## src/rtl/pe_pkg.sv

```systemverilog
// Shared types and helpers for the double-buffered weight-stationary PE.
package pe_pkg;

  typedef enum logic {
    ModeUnsigned = 1'b0,
    ModeSigned   = 1'b1
  } pe_mode_e;

  localparam int unsigned DATAWIDTH_DEFAULT = 8;
  localparam int unsigned PROD_W = 2 * DATAWIDTH_DEFAULT;
  localparam int unsigned BOUND_W = 65;

  typedef struct packed {
    logic [BOUND_W-1:0] max_v;
    logic [BOUND_W-1:0] min_v;
  } sat_bounds_t;

  // Bounds are returned as two's-complement bit patterns; callers keep the low width bits.
  function automatic sat_bounds_t sat_bounds(input int unsigned width, input logic is_signed);
    sat_bounds_t b;
    logic [BOUND_W-1:0] one;
    one = BOUND_W'(1);
    if (is_signed) begin
      b.max_v = (one << (width - 1)) - one;
      b.min_v = ~b.max_v;
    end else begin
      b.max_v = (one << width) - one;
      b.min_v = '0;
    end
    return b;
  endfunction

endpackage

```

## src/rtl/pe_mac_sat.sv

```systemverilog
// Combinational multiply, extend, accumulate and clamp. The product is exposed so the
// caller can register it between the multiply and the add.
module pe_mac_sat import pe_pkg::*; #(
  parameter int unsigned DATAWIDTH        = DATAWIDTH_DEFAULT,
  parameter int unsigned DATAWIDTH_output = 32,
  parameter int unsigned PROD_WIDTH       = PROD_W,
  parameter pe_mode_e    MODE             = ModeSigned,
  parameter bit          SATURATE         = 1'b1
) (
  input  logic [DATAWIDTH-1:0]        a,
  input  logic [DATAWIDTH-1:0]        w,
  output logic [PROD_WIDTH-1:0]       prod,
  input  logic [PROD_WIDTH-1:0]       prod_in,
  input  logic [DATAWIDTH_output-1:0] b,
  output logic [DATAWIDTH_output-1:0] sum,
  output logic                        ovf
);

  localparam int unsigned SW = DATAWIDTH_output + 1;
  localparam int unsigned XW = PROD_WIDTH - DATAWIDTH;
  localparam bit IsSigned = (MODE == ModeSigned);
  localparam sat_bounds_t Bounds = sat_bounds(DATAWIDTH_output, IsSigned);
  localparam logic [DATAWIDTH_output-1:0] MaxV = Bounds.max_v[DATAWIDTH_output-1:0];
  localparam logic [DATAWIDTH_output-1:0] MinV = Bounds.min_v[DATAWIDTH_output-1:0];

  logic           a_s, w_s, p_s, b_s;
  logic [SW-1:0]  sum_x;

  always_comb begin
    a_s = IsSigned & a[DATAWIDTH-1];
    w_s = IsSigned & w[DATAWIDTH-1];
    // Low PROD_WIDTH bits of the extended operands' product equal the true product.
    prod = {{XW{a_s}}, a} * {{XW{w_s}}, w};

    p_s   = IsSigned & prod_in[PROD_WIDTH-1];
    b_s   = IsSigned & b[DATAWIDTH_output-1];
    sum_x = {{(SW - PROD_WIDTH){p_s}}, prod_in} + {b_s, b};

    if (IsSigned) ovf = sum_x[SW-1] ^ sum_x[SW-2];
    else          ovf = sum_x[SW-1];

    sum = sum_x[DATAWIDTH_output-1:0];
    if (ovf && SATURATE) sum = (IsSigned && sum_x[SW-1]) ? MinV : MaxV;
  end

endmodule

```

## src/rtl/pe_dbuf.sv

```systemverilog
// Weight-stationary PE with shadow/active weight double buffer, daisy-chained weight
// load, optional product pipeline stage and saturating accumulation with sticky overflow.
module pe_dbuf import pe_pkg::*; #(
  parameter int unsigned DATAWIDTH        = DATAWIDTH_DEFAULT,
  parameter int unsigned DATAWIDTH_output = 32,
  parameter int unsigned SIGNED           = 1,
  parameter int unsigned MUL_STAGES       = 1,
  parameter int unsigned SATURATE         = 1
) (
  input  logic                        clk,
  input  logic                        rst_n,
  input  logic                        wt_en,
  input  logic [DATAWIDTH-1:0]        wt_in,
  output logic [DATAWIDTH-1:0]        wt_out,
  input  logic                        wt_swap,
  input  logic                        valid_in,
  input  logic [DATAWIDTH-1:0]        in_A,
  input  logic [DATAWIDTH_output-1:0] in_B,
  output logic [DATAWIDTH_output-1:0] out_D,
  output logic                        valid_out,
  output logic [DATAWIDTH-1:0]        out_R,
  output logic                        valid_r,
  output logic                        ovf,
  input  logic                        ovf_clr
);

  localparam int unsigned PW = 2 * DATAWIDTH;
  localparam pe_mode_e Mode = (SIGNED != 0) ? ModeSigned : ModeUnsigned;

  logic [DATAWIDTH-1:0]        shadow_q, active_q;
  logic [PW-1:0]               prod_comb, prod_sel;
  logic [DATAWIDTH_output-1:0] b_sel, sum;
  logic                        v_sel, sum_ovf;

  assign wt_out = shadow_q;

  // Active takes the pre-edge shadow, so a same-cycle load and swap behaves as a shift.
  always_ff @(posedge clk or negedge rst_n) begin
    if (!rst_n) begin
      shadow_q <= '0;
      active_q <= '0;
      out_R    <= '0;
      valid_r  <= 1'b0;
    end else begin
      if (wt_en)   shadow_q <= wt_in;
      if (wt_swap) active_q <= shadow_q;
      out_R   <= in_A;
      valid_r <= valid_in;
    end
  end

  pe_mac_sat #(
    .DATAWIDTH        (DATAWIDTH),
    .DATAWIDTH_output (DATAWIDTH_output),
    .PROD_WIDTH       (PW),
    .MODE             (Mode),
    .SATURATE         (SATURATE != 0)
  ) u_mac (
    .a       (in_A),
    .w       (active_q),
    .prod    (prod_comb),
    .prod_in (prod_sel),
    .b       (b_sel),
    .sum     (sum),
    .ovf     (sum_ovf)
  );

  if (MUL_STAGES == 2) begin : g_pipe
    logic [PW-1:0]               prod_q;
    logic [DATAWIDTH_output-1:0] b_q;
    logic                        v_q;

    always_ff @(posedge clk or negedge rst_n) begin
      if (!rst_n) begin
        prod_q <= '0;
        b_q    <= '0;
        v_q    <= 1'b0;
      end else begin
        v_q <= valid_in;
        if (valid_in) begin
          prod_q <= prod_comb;
          b_q    <= in_B;
        end
      end
    end

    assign prod_sel = prod_q;
    assign b_sel    = b_q;
    assign v_sel    = v_q;
  end else begin : g_comb
    assign prod_sel = prod_comb;
    assign b_sel    = in_B;
    assign v_sel    = valid_in;
  end

  always_ff @(posedge clk or negedge rst_n) begin
    if (!rst_n) begin
      out_D     <= '0;
      valid_out <= 1'b0;
      ovf       <= 1'b0;
    end else begin
      valid_out <= v_sel;
      if (v_sel) out_D <= sum;
      if (v_sel && sum_ovf) ovf <= 1'b1;
      else if (ovf_clr)     ovf <= 1'b0;
    end
  end

endmodule

```

## config.mk

```make
export PLATFORM = sky130hd
export DESIGN_NAME = pe_dbuf
export DESIGN_NICKNAME = d
export VERILOG_FILES = /design/src/rtl/pe_pkg.sv /design/src/rtl/pe_mac_sat.sv /design/src/rtl/pe_dbuf.sv
export SDC_FILE = /design/constraint.sdc
export NUM_CORES = 1
export LEC_CHECK = 0
export CAP_MARGIN = 20
export CORE_MARGIN = 2
export CORE_UTILIZATION = 50
export DETAILED_ROUTE_END_ITERATION = 16
export GPL_ROUTABILITY_DRIVEN = 0
export GPL_TIMING_DRIVEN = 0
export PLACE_DENSITY = 0.75
export SYNTH_ARGS = -nofsm -noshare
export SYNTH_HDL_FRONTEND = slang
export SYNTH_HIERARCHICAL = 1
export SYNTH_SLANG_ARGS = --single-unit
```

## constraint.sdc

```tcl
create_clock -name clk -period 18.9 [get_ports clk]
set_input_delay 5.67 -clock clk [delete_from_list [all_inputs] [get_ports clk]]
set_output_delay 5.67 -clock clk [all_outputs]
set_load 0.1 [all_outputs]
```

==> impl_metrics.xml, run 1 <==
<?xml version="1.0" encoding="UTF-8"?>
<metrics>
  <group name="status">
    <metric name="run_status" unit="">finished clean</metric>
  </group>
  <group name="min_path">
    <metric name="hold_start" unit="">out_D[1]</metric>
    <metric name="timing.hold.worst_path_depth" unit="">1</metric>
  </group>
  <group name="clocking">
    <metric name="cts-resized-gates" unit="">0</metric>
    <metric name="cts_tree" unit="">built</metric>
    <metric name="cts-htree-levels" unit="">3</metric>
    <metric name="clock_tree.buffer_depth" unit="">2</metric>
    <metric name="tritoncts_num_sinks" unit="">58</metric>
  </group>
  <group name="synthesis">
    <metric name="netlist.top_cell.by_instances" unit="">inv_1</metric>
    <metric name="syn-num-nets" unit="">873</metric>
    <metric name="yosys_area" unit="µm²">6810</metric>
    <metric name="post_synth_fa_ha_maj_area_fraction" unit="">0.284</metric>
    <metric name="ys.flop_type" unit="">dfrtp_1</metric>
    <metric name="yosys-stat-cells" unit="">702</metric>
    <metric name="syn-cell-area" unit="µm²">6810</metric>
    <metric name="most_area_hungry_cell_type_in_the_yosys_netlist" unit="">dfrtp_1</metric>
    <metric name="netlist_instances" unit="">702</metric>
    <metric name="edf_count" unit="">0</metric>
    <metric name="ys_types" unit="">59</metric>
    <metric name="biggest_combinational_cell_group_after_synthesis" unit="">adder cells</metric>
    <metric name="ys_seq_share" unit="">0.213</metric>
  </group>
  <group name="grt">
    <metric name="via_count_of_the_first_global_routing_pass" unit="">5399</metric>
    <metric name="top_usage_layer" unit="">met2</metric>
    <metric name="gr-usage-met1" unit="">0.261</metric>
    <metric name="grt_start_max_net_pins" unit="">36</metric>
    <metric name="gr-usage-met2" unit="">0.372</metric>
  </group>
  <group name="die">
    <metric name="well_tap_count" unit="">176</metric>
    <metric name="fp_util" unit="">0.512</metric>
    <metric name="pin_count" unit="">105</metric>
  </group>
  <group name="timing">
    <metric name="slew_headroom" unit="">0.336</metric>
    <metric name="final_hold_viol_count" unit="">0</metric>
    <metric name="largest_clock_skew_in_the_final_design" unit="ns">0.00473</metric>
    <metric name="setup_repair_after_global_routing_missed_its_margin" unit="">false</metric>
  </group>
  <group name="final_layout">
    <metric name="regArea" unit="µm²">1450</metric>
    <metric name="seq_area_frac" unit="">0.173</metric>
    <metric name="n_clock_buffer" unit="">9</metric>
    <metric name="num-nonclk-buffers" unit="">120</metric>
  </group>
  <group name="setup_path">
    <metric name="critical-path-slowest-cell" unit="">a311oi_4</metric>
    <metric name="rrSetupSlack" unit="ns">11.01</metric>
    <metric name="worst_path_dominant_cell_family" unit="">adder cells</metric>
    <metric name="worstSetupPathType" unit="">input pin to flop</metric>
    <metric name="critPathBufInv" unit="">9</metric>
  </group>
  <group name="placement">
    <metric name="preCtsSetupSlack" unit="ns">5.12</metric>
    <metric name="portBuffers" unit="">102</metric>
  </group>
  <group name="routing">
    <metric name="drtPass1Iterations" unit="">4</metric>
    <metric name="final_antenna_net_count" unit="">0</metric>
    <metric name="via_per_inst" unit="">5.33</metric>
  </group>
</metrics>
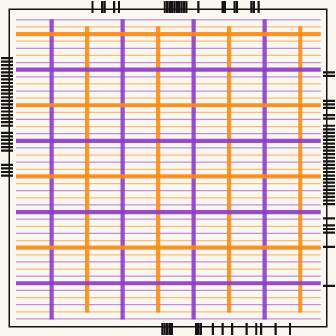
run_1/pdn.png
Pins as bars on the die edge.
purple -> VSS
orange -> VDD
met1 rails = 43
met5 straps = 8
rows = 42
signal pins = 105
vertical die size: 121 µm

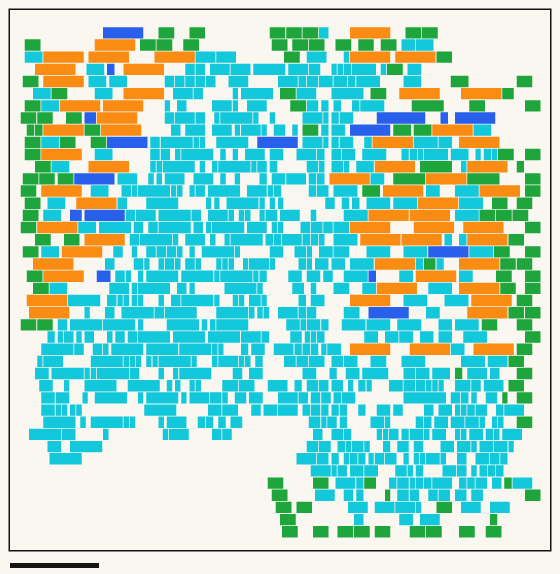
run_1/cell_classes.png
The bar under the picture is 20 µm long.
green -> other buffers and delay cells  # cells 120
cyan -> all other logic  # cells 628
blue -> clock drivers and dummy loads  # cells 16
orange -> flip-flops  # cells 58
post-route design area: 8370 µm²
Core ar.: 13300 µm²

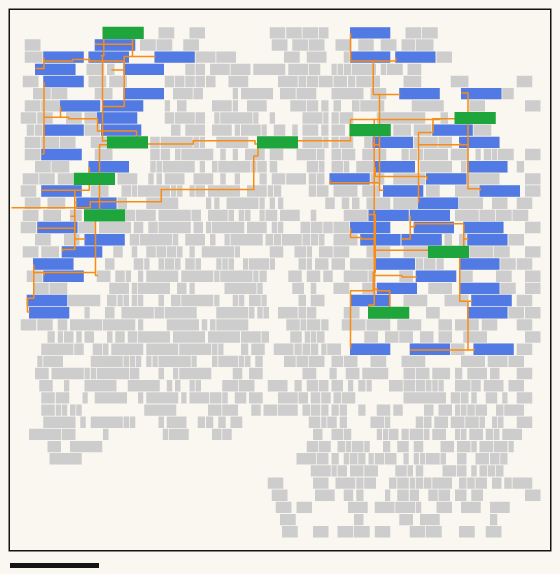
run_1/clock_map.png
The bar under the picture is 20 µm long.
blue -> flip-flops  # count 58
green -> cells driving clock nets  # count 9
orange -> clock wires  # length 738 µm
routed clock nets = 10
source-to-sink clock delay at the later pin of the worst-skew pair: 0.33 ns

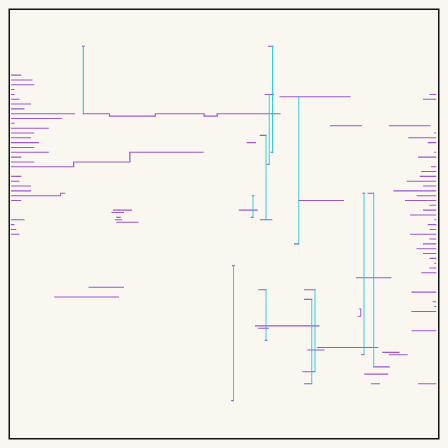
run_1/metal_stack.png
Only two layers are drawn.
purple -> met3  # wire length 617 µm
cyan -> met4  # wire length 334 µm
final routed wirelength across all metal layers: 14.9 mm
vias: 5318

==> inputs of run 2 (changes only) <==
- PLACE_DENSITY: 0.75 -> 0.78
- clock period: 18.9 -> 11.25 ns (I/O delays scaled with it)
==> impl_metrics.xml, run 2 <==
<?xml version="1.0" encoding="UTF-8"?>
<metrics>
  <group name="die">
    <metric name="fp.coreArea" unit="µm²">13300</metric>
    <metric name="fp_util" unit="">0.512</metric>
    <metric name="well_tap_count" unit="">176</metric>
    <metric name="pin_count" unit="">105</metric>
  </group>
  <group name="grt">
    <metric name="top_usage_layer" unit="">met2</metric>
    <metric name="grt_start_max_net_pins" unit="">41</metric>
    <metric name="via_count_of_the_first_global_routing_pass" unit="">5569</metric>
    <metric name="gr-usage-met1" unit="">0.261</metric>
    <metric name="gr-usage-met2" unit="">0.380</metric>
  </group>
  <group name="status">
    <metric name="run_status" unit="">finished clean</metric>
  </group>
  <group name="synthesis">
    <metric name="biggest_combinational_cell_group_after_synthesis" unit="">adder cells</metric>
    <metric name="ys.flop_type" unit="">dfrtp_1</metric>
    <metric name="edf_count" unit="">0</metric>
    <metric name="ys_types" unit="">59</metric>
    <metric name="yosys_area" unit="µm²">6810</metric>
    <metric name="ys_seq_share" unit="">0.213</metric>
    <metric name="netlist.top_cell.by_instances" unit="">inv_1</metric>
    <metric name="syn-num-nets" unit="">873</metric>
    <metric name="syn-cell-area" unit="µm²">6810</metric>
    <metric name="netlist_instances" unit="">702</metric>
    <metric name="most_area_hungry_cell_type_in_the_yosys_netlist" unit="">dfrtp_1</metric>
  </group>
  <group name="placement">
    <metric name="preCtsSetupSlack" unit="ns">-0.118</metric>
    <metric name="portBuffers" unit="">102</metric>
  </group>
  <group name="routing">
    <metric name="finalWirelength" unit="mm">14.8</metric>
    <metric name="drtPass1Iterations" unit="">5</metric>
    <metric name="via_per_inst" unit="">5.32</metric>
    <metric name="final_antenna_net_count" unit="">0</metric>
    <metric name="routed.top_layer" unit="">met4</metric>
  </group>
  <group name="final_layout">
    <metric name="seq_area_frac" unit="">0.172</metric>
    <metric name="largest_register_ffs" unit="">32</metric>
    <metric name="n_clock_buffer" unit="">12</metric>
    <metric name="num_antenna_cells" unit="">0</metric>
    <metric name="regArea" unit="µm²">1450</metric>
    <metric name="num-nonclk-buffers" unit="">123</metric>
    <metric name="nonClockInverterCount" unit="">107</metric>
    <metric name="layout_top_cells" unit="">inv_1, clkdlybuf4s50_1, ha_1</metric>
  </group>
  <group name="setup_path">
    <metric name="critPathBufInv" unit="">7</metric>
    <metric name="worst_path_dominant_cell_family" unit="">adder cells</metric>
    <metric name="rrSetupSlack" unit="ns">3.53</metric>
    <metric name="critical-path-slowest-cell" unit="">or4b_2</metric>
  </group>
  <group name="timing">
    <metric name="slew_headroom" unit="">0.332</metric>
    <metric name="worst_pin_slew" unit="ns">0.999</metric>
    <metric name="final_hold_viol_count" unit="">0</metric>
    <metric name="largest_clock_skew_in_the_final_design" unit="ns">0.00509</metric>
  </group>
  <group name="clocking">
    <metric name="post_cts_buffers" unit="">0</metric>
    <metric name="clock_tree.buffer_depth" unit="">2</metric>
    <metric name="cts-resized-gates" unit="">0</metric>
    <metric name="tritoncts_num_sinks" unit="">58</metric>
    <metric name="worst_skew_pair.late_latency" unit="ns">0.33</metric>
    <metric name="cts-htree-levels" unit="">3</metric>
  </group>
  <group name="min_path">
    <metric name="timing.hold.worst_path_depth" unit="">1</metric>
    <metric name="hold_start" unit="">out_D[31]</metric>
  </group>
</metrics>
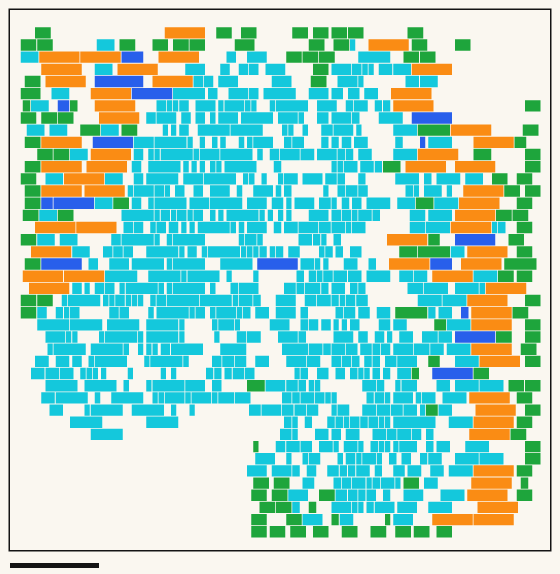
run_2/cell_classes.png
The bar under the picture is 20 µm long.
cyan -> all other logic  # cells 628
blue -> clock drivers and dummy loads  # cells 16
orange -> flip-flops  # cells 58
green -> other buffers and delay cells  # cells 123
placement row count: 42
post-route design area: 8420 µm²

